## config.mk

```make
export PLATFORM = sky130hd
export DESIGN_NAME = cfg_lut
export DESIGN_NICKNAME = d
export VERILOG_FILES = /design/src/rtl/clb_pkg.sv /design/src/rtl/cfg_shift_reg.sv /design/src/rtl/cfg_lut.sv
export SDC_FILE = /design/constraint.sdc
export NUM_CORES = 1
export LEC_CHECK = 0
export CAP_MARGIN = 20
export CORE_AREA = 4 4 56 58
export CTS_BUF_LIST = sky130_fd_sc_hd__clkbuf_16
export DETAILED_ROUTE_END_ITERATION = 10
export DIE_AREA = 0 0 60 62
export PLACE_DENSITY_LB_ADDON = 0.2
export REMOVE_ABC_BUFFERS = 1
export SLEW_MARGIN = 20
export SYNTH_ARGS = -nofsm -noshare
export SYNTH_HDL_FRONTEND = slang
export SYNTH_HIERARCHICAL = 1
export SYNTH_SLANG_ARGS = --single-unit
```

## constraint.sdc

```tcl
create_clock -name config_clk -period 1.8 [get_ports config_clk]
set_clock_uncertainty 0.05 [all_clocks]
set_input_delay 0.54 -clock config_clk [delete_from_list [all_inputs] [get_ports config_clk]]
set_output_delay 0.54 -clock config_clk [all_outputs]
set_load 0.005 [all_outputs]
```

## src/rtl/clb_pkg.sv

```systemverilog
// Shared CLB configuration constants and helpers for the configurable logic blocks.
package clb_pkg;

    localparam int unsigned LUT_INPUTS   = 4;
    localparam int unsigned LUT_MEM_SIZE = 16;
    localparam int unsigned CFG_WIDTH    = 1;

    // Number of enabled config clocks needed to fill one block's storage.
    function automatic int unsigned loading_cycles(input int unsigned mem_size,
                                                   input int unsigned cfg_width);
        return mem_size / cfg_width;
    endfunction

endpackage

```

## src/rtl/cfg_shift_reg.sv

```systemverilog
// Configuration shift chain: DEPTH words of WIDTH bits, shifting toward the MSBs.
module cfg_shift_reg #(
    parameter int unsigned WIDTH = 1,
    parameter int unsigned DEPTH = 16
) (
    input  logic                     clk,
    input  logic                     rst_n,
    input  logic                     en,
    input  logic [WIDTH-1:0]         shift_in,
    output logic [WIDTH-1:0]         shift_out,
    output logic [WIDTH*DEPTH-1:0]   contents
);

    localparam int unsigned TOTAL = WIDTH * DEPTH;

    logic [TOTAL-1:0] regs;

    // A single-word chain has no lower slice to concatenate, so it loads directly.
    generate
        if (DEPTH == 1) begin : g_single
            always_ff @(posedge clk) begin
                if (!rst_n) begin
                    regs <= '0;
                end else if (en) begin
                    regs <= shift_in;
                end
            end
        end else begin : g_multi
            always_ff @(posedge clk) begin
                if (!rst_n) begin
                    regs <= '0;
                end else if (en) begin
                    regs <= {regs[TOTAL-WIDTH-1:0], shift_in};
                end
            end
        end
    endgenerate

    assign shift_out = regs[TOTAL-1 -: WIDTH];
    assign contents  = regs;

endmodule

```

## src/rtl/cfg_lut.sv

```systemverilog
// K-input look-up table whose truth table is loaded through a daisy-chained config shift chain.
module cfg_lut
    import clb_pkg::*;
#(
    parameter int unsigned INPUTS       = LUT_INPUTS,
    parameter int unsigned MEM_SIZE     = LUT_MEM_SIZE,
    parameter int unsigned CONFIG_WIDTH = CFG_WIDTH
) (
    input  logic                    config_clk,
    input  logic                    config_rst_n,
    input  logic [INPUTS-1:0]       addr,
    output logic                    out,
    input  logic                    config_en,
    input  logic [CONFIG_WIDTH-1:0] config_in,
    output logic [CONFIG_WIDTH-1:0] config_out
);

    generate
        if ((MEM_SIZE != (2 ** INPUTS)) || ((MEM_SIZE % CONFIG_WIDTH) != 0)) begin : g_bad_params
            $fatal(1, "cfg_lut: MEM_SIZE must be 2**INPUTS and a multiple of CONFIG_WIDTH");
        end
    endgenerate

    logic [MEM_SIZE-1:0] mem;

    cfg_shift_reg #(
        .WIDTH (CONFIG_WIDTH),
        .DEPTH (loading_cycles(MEM_SIZE, CONFIG_WIDTH))
    ) u_chain (
        .clk       (config_clk),
        .rst_n     (config_rst_n),
        .en        (config_en),
        .shift_in  (config_in),
        .shift_out (config_out),
        .contents  (mem)
    );

    // Read path is purely combinational; it follows partial contents while loading.
    assign out = mem[addr];

endmodule

```

Fig. 1: congestion heat map
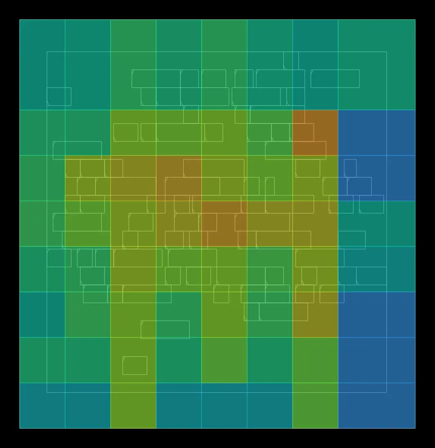
grt met1 use: 13.6%
drt wl/cell: 12.4 um
met3 usage: 4.55%
Most Crowded Layer GR: met1

Fig. 2: the metal 1 layer
Bar = 20 um. Supply wires on this layer in gray.
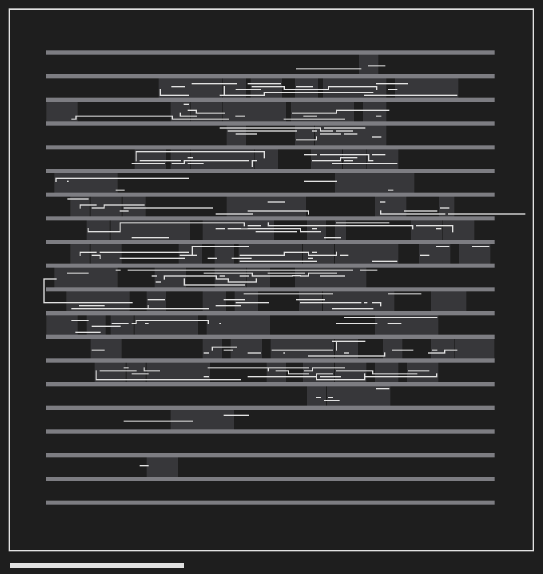
nets with wire on the layer: 82
longest straight run: 25.8 um
share of all routed wire: 53%
via count: 512
Final Routed Wirelength: 1.44 mm

Fig. 3: signal wires on met2
Bar = 20 um.
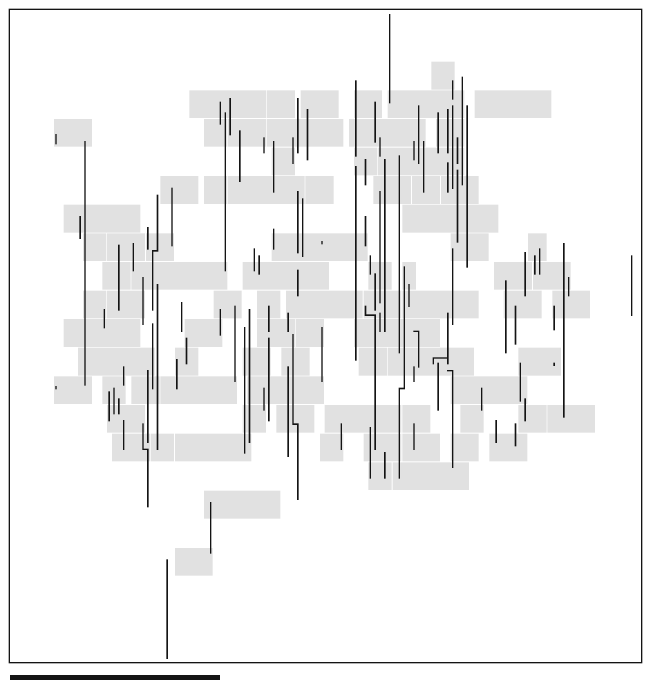
wire length on this layer: 572 um
nets with wire on the layer: 77
main direction: vertical
longest straight run: 23.1 um
share of all routed wire: 40%

==> Slide: Implementation Results <==
Key Metrics from the Run

Yosys
  • Most common cell in the synthesized netlist: mux2i_1
  • Mapped Avg Cell Area: 12.9 um2
  • Cells in synth_stat.txt: 59
  • Synthesis area per yosys: 758 um2
  • Asr flop ratio synth: 0%
  • EDFF count, synth: 0
  • Aoi share: 0%
  • Synth mux share: 38.9%
  • Synth Instances: 59
  • Top cells by count: mux2i_1, dfxtp_1, nor2b_1, mux4_1
  • Post-synth area hogs: dfxtp_1, mux2i_1, mux4_1

Status
  • Failing checks: setup timing
  • Status: finished, violations left

Final layout
  • Clkbuf count: 3
  • Clock-cell share of area: 7.46%
  • Dominant logic cell type in the layout: mux2i_1
  • Buffering overhead: 22.6%
  • Final core occ: 39.7%
  • Flops: 16
  • Area-dominant class: multi-input combinational cells

Setup path
  • Worst Path Arrival: 1.48 ns
  • Crit-path cells: buf_12, mux4_2, mux2i_1, mux2i_1, buf_2
  • CP delay by family, top: multiplexers
  • Slowest cell on crit path: mux4_2
  • Most Frequent Cell on Critical Path: mux2i_1
  • FF-to-FF Start: u_chain/contents[9]
  • Worst Setup SP: addr[0]

Clock network
  • Longest Clk Path Bufs: 2
  • CTS tree: yes
  • Setup Buffers After CTS: 0
  • Hold_buf cts: 0
  • Sink Count: 16
  • CTS root buf: clkbuf_16
  • Gates resized, CTS repair: 18

Placement
  • Port buffer count: 9
  • GP Congestion: 0.638
  • Hpwl dp: 1.01 mm

Global routing
  • Grt ovf: 0
  • Global-route wire length before repair: 2.56 mm
  • Initial antenna violation count: 0
  • Met2 usage: 13.6%
  • Vias in the first global route: 527

Power
  • Worst vdd ir: 0.628 mV
  • Biggest consumer: the clock network
  • Reg power frac: 42.1%

Floorplanning
  • Die Y: 62 um
  • # IOs: 10
  • Well tap count: 31
  • # rows: 19
  • Initial core utilization: 28.5%

Timing
  • Post-route setup slack: -0.270 ns
  • Unrepaired setup endpoints after global routing: true
  • Max-slew violations: 0
  • Number of setup violations in the final report: 1
  • Final Hold Fails: 0
  • Setup_tns: -0.270 ns
  • Cycle use final: 115%

Run
  • Max Cap Violations: 0

Hold path
  • Hold Startpoint: u_chain/contents[13]
Fig. 4: sizing map
Bar = 20 um.
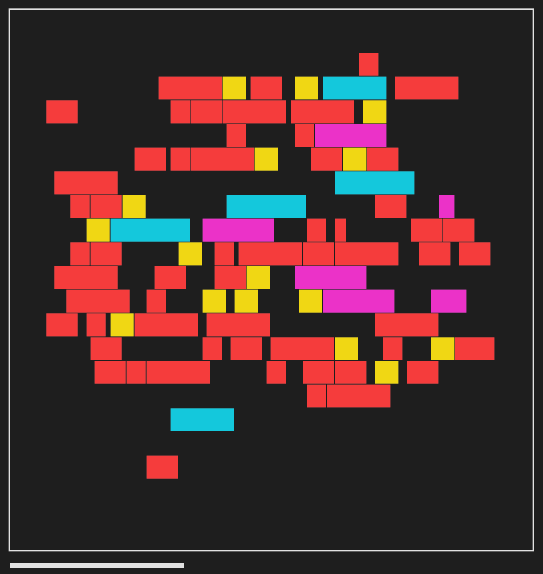
| size | color | cells | share | most used |
|---|---|---|---|---|
| drive 1 or less | red | 58 | 68% | mux2i_1 |
| drive 3 to 4 | yellow | 16 | 19% | buf_4 |
| drive 2 | magenta | 6 | 7.1% | mux4_2 |
| drive 6 and up | cyan | 5 | 5.9% | clkbuf_16 |
P&R area growth vs syn: 39.4%
design area: 0.00106 mm2
buffers outside the clock class: 26
post-route setup slack: -0.270 ns

Fig. 5: a small window of the routed layout
Bar = 10 um. Region (10, 0) to (50, 40) um. Cells in gray, sequential cells in the stronger gray; small squares are vias.
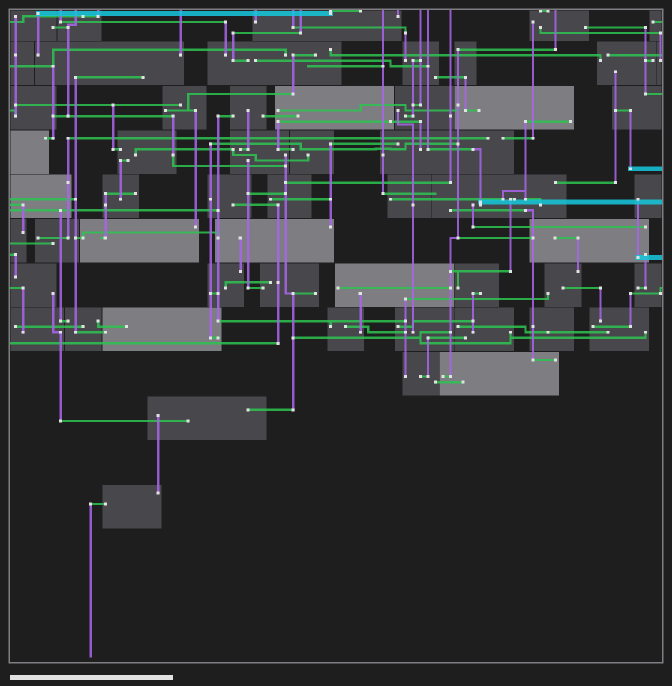
| layer | color |
|---|---|
| met1 | green |
| met3 | cyan |
| met2 | purple |
most frequent: mux2i_1 (13), buf_4 (11), dfxtp_1 (9)
sequential cells in the window: 9
netlist names of flops here include: u_chain/contents (9)
cells with their middle in the window: 50

Power figures rest on the tool's default switching activity, not on a simulated workload.
